===== src/rtl/cnn_pkg.sv =====
// Shared definitions for the MNIST CNN datapath: pixel width, conv2 and
// pooled map dimensions, and the signed pixel type.
`timescale 1ns/1ps
package cnn_pkg;
  localparam int CONV_BIT = 12;
  localparam int CONV2_W  = 8;
  localparam int CONV2_H  = 8;
  localparam int POOL_W   = 4;
  localparam int POOL_H   = 4;

  typedef logic signed [CONV_BIT-1:0] pixel_t;
endpackage


===== src/rtl/maxpool_relu_lane.sv =====
// One channel of the 2x2 max-pool + ReLU: horizontal hold register, a
// half-width row buffer of pair maxima, and the registered output.
`timescale 1ns/1ps
module maxpool_relu_lane
  import cnn_pkg::*;
#(
  parameter int CONV_BIT       = cnn_pkg::CONV_BIT,
  parameter int HALF_WIDTH     = POOL_W,
  parameter int HALF_WIDTH_BIT = 2
) (
  input  logic                       clk,
  input  logic                       rst_n,
  input  logic                       store_hold,
  input  logic                       store_row,
  input  logic                       emit,
  input  logic [HALF_WIDTH_BIT-1:0]  idx,
  input  logic signed [CONV_BIT-1:0] pixel,
  output logic signed [CONV_BIT-1:0] max_value
);

  function automatic logic signed [CONV_BIT-1:0] smax(
    input logic signed [CONV_BIT-1:0] a,
    input logic signed [CONV_BIT-1:0] b
  );
    return (a > b) ? a : b;
  endfunction

  function automatic logic signed [CONV_BIT-1:0] relu(
    input logic signed [CONV_BIT-1:0] a
  );
    return a[CONV_BIT-1] ? '0 : a;
  endfunction

  logic signed [CONV_BIT-1:0] hold_p0;
  logic signed [CONV_BIT-1:0] rowbuf_p0 [HALF_WIDTH];
  logic signed [CONV_BIT-1:0] max_value_p1;

  always_ff @(posedge clk or negedge rst_n) begin
    if (!rst_n) begin
      hold_p0      <= '0;
      max_value_p1 <= '0;
      for (int i = 0; i < HALF_WIDTH; i++) rowbuf_p0[i] <= '0;
    end else begin
      if (store_hold) hold_p0 <= pixel;
      if (store_row)  rowbuf_p0[idx] <= smax(hold_p0, pixel);
      // Odd-row beat closes the 2x2 window: combine with the even-row pair max
      if (emit)       max_value_p1 <= relu(smax(smax(hold_p0, pixel), rowbuf_p0[idx]));
    end
  end

  assign max_value = max_value_p1;

endmodule


===== src/rtl/maxpool_relu_2.sv =====
// Second pooling stage: shared raster counters and phase decode driving three
// lockstep max-pool/ReLU lanes, 8x8 in -> 4x4 out per channel.
`timescale 1ns/1ps
module maxpool_relu_2
  import cnn_pkg::*;
#(
  parameter int CONV_BIT       = cnn_pkg::CONV_BIT,
  parameter int HALF_WIDTH     = POOL_W,
  parameter int HALF_HEIGHT    = POOL_H,
  parameter int HALF_WIDTH_BIT = 2
) (
  input  logic                       clk,
  input  logic                       rst_n,
  input  logic                       valid_in,
  input  logic signed [CONV_BIT-1:0] conv_out_1,
  input  logic signed [CONV_BIT-1:0] conv_out_2,
  input  logic signed [CONV_BIT-1:0] conv_out_3,
  output logic signed [CONV_BIT-1:0] max_value_1,
  output logic signed [CONV_BIT-1:0] max_value_2,
  output logic signed [CONV_BIT-1:0] max_value_3,
  output logic                       valid_out_relu
);

  localparam int COL_W = HALF_WIDTH_BIT + 1;
  localparam int ROW_W = $clog2(2 * HALF_HEIGHT);
  localparam logic [COL_W-1:0] COL_LAST = COL_W'(2 * HALF_WIDTH - 1);
  localparam logic [ROW_W-1:0] ROW_LAST = ROW_W'(2 * HALF_HEIGHT - 1);

  logic [COL_W-1:0]          col;
  logic [ROW_W-1:0]          row;
  logic                      store_hold, store_row, emit;
  logic [HALF_WIDTH_BIT-1:0] idx;
  logic                      vld_p1;

  always_ff @(posedge clk or negedge rst_n) begin
    if (!rst_n) begin
      col <= '0;
      row <= '0;
    end else if (valid_in) begin
      if (col == COL_LAST) begin
        col <= '0;
        row <= (row == ROW_LAST) ? '0 : row + ROW_W'(1);
      end else begin
        col <= col + COL_W'(1);
      end
    end
  end

  // Phase decode: even col fills hold, odd col on even row fills rowbuf,
  // odd col on odd row completes a window.
  assign store_hold = valid_in & ~col[0];
  assign store_row  = valid_in &  col[0] & ~row[0];
  assign emit       = valid_in &  col[0] &  row[0];
  assign idx        = col[HALF_WIDTH_BIT:1];

  always_ff @(posedge clk or negedge rst_n) begin
    if (!rst_n) vld_p1 <= 1'b0;
    else        vld_p1 <= emit;
  end

  assign valid_out_relu = vld_p1;

  maxpool_relu_lane #(
    .CONV_BIT(CONV_BIT), .HALF_WIDTH(HALF_WIDTH), .HALF_WIDTH_BIT(HALF_WIDTH_BIT)
  ) u_lane_1 (
    .clk(clk), .rst_n(rst_n), .store_hold(store_hold), .store_row(store_row),
    .emit(emit), .idx(idx), .pixel(conv_out_1), .max_value(max_value_1)
  );

  maxpool_relu_lane #(
    .CONV_BIT(CONV_BIT), .HALF_WIDTH(HALF_WIDTH), .HALF_WIDTH_BIT(HALF_WIDTH_BIT)
  ) u_lane_2 (
    .clk(clk), .rst_n(rst_n), .store_hold(store_hold), .store_row(store_row),
    .emit(emit), .idx(idx), .pixel(conv_out_2), .max_value(max_value_2)
  );

  maxpool_relu_lane #(
    .CONV_BIT(CONV_BIT), .HALF_WIDTH(HALF_WIDTH), .HALF_WIDTH_BIT(HALF_WIDTH_BIT)
  ) u_lane_3 (
    .clk(clk), .rst_n(rst_n), .store_hold(store_hold), .store_row(store_row),
    .emit(emit), .idx(idx), .pixel(conv_out_3), .max_value(max_value_3)
  );

endmodule


===== config.mk =====
export PLATFORM = sky130hd
export DESIGN_NAME = maxpool_relu_2
export DESIGN_NICKNAME = d
export VERILOG_FILES = /design/src/rtl/cnn_pkg.sv /design/src/rtl/maxpool_relu_lane.sv /design/src/rtl/maxpool_relu_2.sv
export SDC_FILE = /design/constraint.sdc
export NUM_CORES = 1
export LEC_CHECK = 0
export ABC_AREA = 1
export CAP_MARGIN = 20
export CORE_ASPECT_RATIO = 1.1
export CORE_MARGIN = 2
export CORE_UTILIZATION = 47
export DETAILED_ROUTE_END_ITERATION = 6
export PLACE_DENSITY = 0.64
export SETUP_SLACK_MARGIN = 0.1
export SLEW_MARGIN = 20
export SYNTH_ARGS = -nofsm -noshare
export SYNTH_HDL_FRONTEND = slang
export SYNTH_SLANG_ARGS = --single-unit
export TNS_END_PERCENT = 10

===== constraint.sdc =====
create_clock -name clk -period 5.2 [get_ports clk]
set_input_delay 0.78 -clock clk [delete_from_list [all_inputs] [get_ports clk]]
set_output_delay 0.78 -clock clk [all_outputs]
set_load 0.005 [all_outputs]

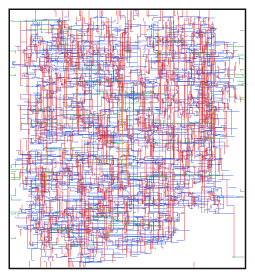
Figure 1: routed metal, one colour a layer.
Scale: 1.5 px per µm.
legend:
  red:
    layer: metal 2
    wire_length: 13600 µm
  green:
    layer: metal 3
    wire_length: 1070 µm
  blue:
    layer: metal 1
    wire_length: 13600 µm
  orange:
    layer: metal 4
    wire_length: 574 µm
GRT Util Overall: 22.1%
via count: 9929
average wire per standard cell: 15.0 µm
DRT Wirelength: 28800 µm

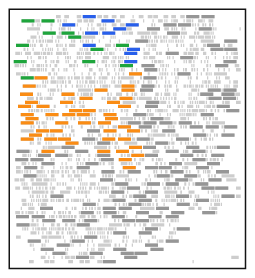
Figure 2: where the registers sit.
Scale: 1.5 px per µm. Other sequential cells in the stronger grey, the rest of the logic in the fainter grey.
legend:
  orange:
    signal: u_lane_2.rowbuf_p0
    sequential_cells: 48
  green:
    signal: u_lane_2.hold_p0
    sequential_cells: 12
  blue:
    signal: u_lane_2.max_value
    sequential_cells: 11
    where: north
Seq. cell area: 0.00551 mm²
Finished Core Util: 54.8%
sequential power: 2.79 mW
Seq/total area: 39.9%

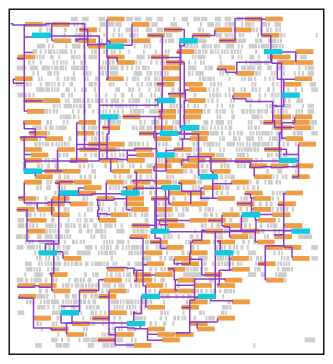
Figure 3: routed clock nets over the placement.
Scale: 2 px per µm.
legend:
  purple:
    item: clock wires
    length: 2990 µm
  orange:
    item: flip-flops
    count: 220
  cyan:
    item: clock drivers
    count: 25
routed clock nets: 26
Clk network pwr share: 18.5%
clk latency late pin: 0.53 ns
Clock group: 1.73 mW
skew final: 0.0228 ns

==> results_dict.tcl <==
# yosys + openroad results
set metrics [dict create \
    status "completed" \
    syn_inst 1536 \
    buffers 89 \
    clockBufferDepth 3 \
    final_layout_size_suffix_gt1_share_pct 6.06 \
    grt_pass1_vias 9674 \
    place_inst 1871 \
    layout_min_cycle_time_ns 4.33 \
    cts_buffers 25 \
    logic_gate_count 1085 \
    crit_end "u_lane_1.max_value[9]" \
    combinationalPowerShare_pct 51.8 \
    cts.sinks 220 \
    worst_slack_ns 0.870 \
    largestClassByArea "combinational gates" \
    cp.buffers_inverters 7 \
    pg_comb_mw 4.85 \
    drv_slew 0 \
    grt_setup_unrepaired "no" \
    max_cap_violations 0 \
    cts_tree "built" \
    edf_count 0 \
    arrival_ns 4.75 \
    powerDensity_mw_per_mm2 679 \
    port_buffers 72 \
    fp_util_pct 47.7 \
    gr-usage-met3_pct 2.54 \
    p_switching_mw 4.13 \
    ff_count 220 \
    r2r_setup_slack_ns 1.27 \
    switching_share_pct 44.0 \
    tightest_slew_ns 0.887 \
    yosys_cells 1536 \
    dp_hpwl_um 19300 \
    hold_buffers 0 \
    ys_area_mm2 0.0120 \
    die_w_um 157 \
    fin_setup_tns_ns 0 \
    maxPowerGroup "combinational cells" \
    lay_top_cells "559 x nand2_1, 220 x dfrtp_1, 185 x o21ai_0" \
    cp_slowest_stage_delay_ns 0.45 \
    diodes 0 \
    critPathMaxFanout 19 \
    crit_path_end_kind "flip-flop" \
    ant_nets 0 \
    highest_layer "met4" \
    first_pass_iters 5 \
    hold_path_class "in -> async" \
    buf_share_pct 6.50 \
    comb_area_share_pct 40.5 \
    path_class "in -> reg" \
    ctsResizeCount 0 \
    route.detailed.drc 0 \
    root_buffer "clkbuf_16" \
    avgSynthCellArea_um2 7.83 \
    busiest_layer "met2" \
    worstPathRequired_ns 5.62 \
    lay_top_count "nand2_1" \
    clkCellAreaFrac_pct 5.90 \
    tap_cells 315 \
    logic_area_mm2 0.00559 \
    fin_cells 1916 \
    met2_usage_pct 37.1 \
    drtIter0Drc 624 \
    timing.rr.start "u_lane_1.hold_p0[11]" \
    place_area_mm2 0.0130 \
    met3WireLength_um 1070 \
    met1_usage_pct 30.7 \
    inverters 163 \
    n_clock_buffer 34 \
    slew_headroom_pct 40.7 \
    cp_common_cell "nand2_1" \
    fillers 2374 \
    clk_pin_slew_ns 0.06 \
    htree_num_levels 1 \
    final_nets 1699 \
    cp_top_family "simple AND/OR/NAND/NOR gates" \
    setup_viol 0 \
    num_rows 61 \
    power_mw 9.38 \
    path_depth 30 \
    reg2reg_depth 28 \
    met2_length_um 13600 \
    place_congestion 0.848 \
    fp.dieH_um 172 \
    crit_slowest_cell "clkdlybuf4s50_1" \
    area_growth_pct 14.8 \
    ios 76 \
    postSynth.asyncResetShare_pct 100 \
    ys.flop_type "dfrtp_1" \
    wl_met1_um 13600 \
    synth_area_mm2 0.0120 \
    grt_overflow 0 \
    p_seq_share_pct 29.8 \
    fp.coreArea_mm2 0.0252 \
    warnings 28 \
    post_cts_buffers 0 \
    ys.warnings.count 0 \
    grt_pass1_wl_um 48600 \
    grt_max_degree 132 \
    viasPerCell 5.18 \
    die-area_mm2 0.0269 \
    start_kind "input pin" \
    antenna_found_initial 0 \
    hold_ws_ns 0.125 \
    power.internal_mw 5.25 \
    finalHoldViolCount 0 \
    yosys.stat.seqShare_pct 45.8 \
    final_area_mm2 0.0138 \
    preCtsSetupSlack_ns 0.329 \
    peakVddDrop_v 0.000286 \
    startpoint "conv_out_1[11]" \
    period_used_pct 83.3 \
    fmax_mhz 231 \
    reg.largest.list "u_lane_1.rowbuf_p0 (48), u_lane_2.rowbuf_p0 (48), u_lane_3.rowbuf_p0 (48)" \
    synth_cell_types 31 \
    synth_flops 220 \
    r2r_end "u_lane_1.max_value[9]" \
    p_leak_nw 7.32 \
]
cell usage after synthesis, types with 6 or more instances:
cell type	number	area [µm²]
ha_1	76	951
or2_2	8	50.1
nand3_1	53	265
nand4_1	13	81.3
a21oi_1	41	205
buf_4	7	52.6
dfrtp_1	220	5510
nand3b_1	30	225
nor2_1	23	86.3
clkbuf_1	41	154
a22oi_1	31	233
a221o_1	9	90.1
nand2_1	564	2120
o22ai_1	6	37.5
o21ai_0	185	926
inv_1	157	589
or2_1	9	56.3
nand2_2	16	100
buf_2	18	90.1
logic make-up after synthesis:
family | Yosys count | synth area share [%]
adder cells (fa/ha/maj) | 76 | 7.91
other | 1 | 0.0312
AND-OR/OR-AND | 279 | 12.9
buffers and inverters | 233 | 7.93
flip-flops | 220 | 45.8
AND/OR/NAND/NOR | 727 | 25.5
Power and IR drop assume default switching activity.
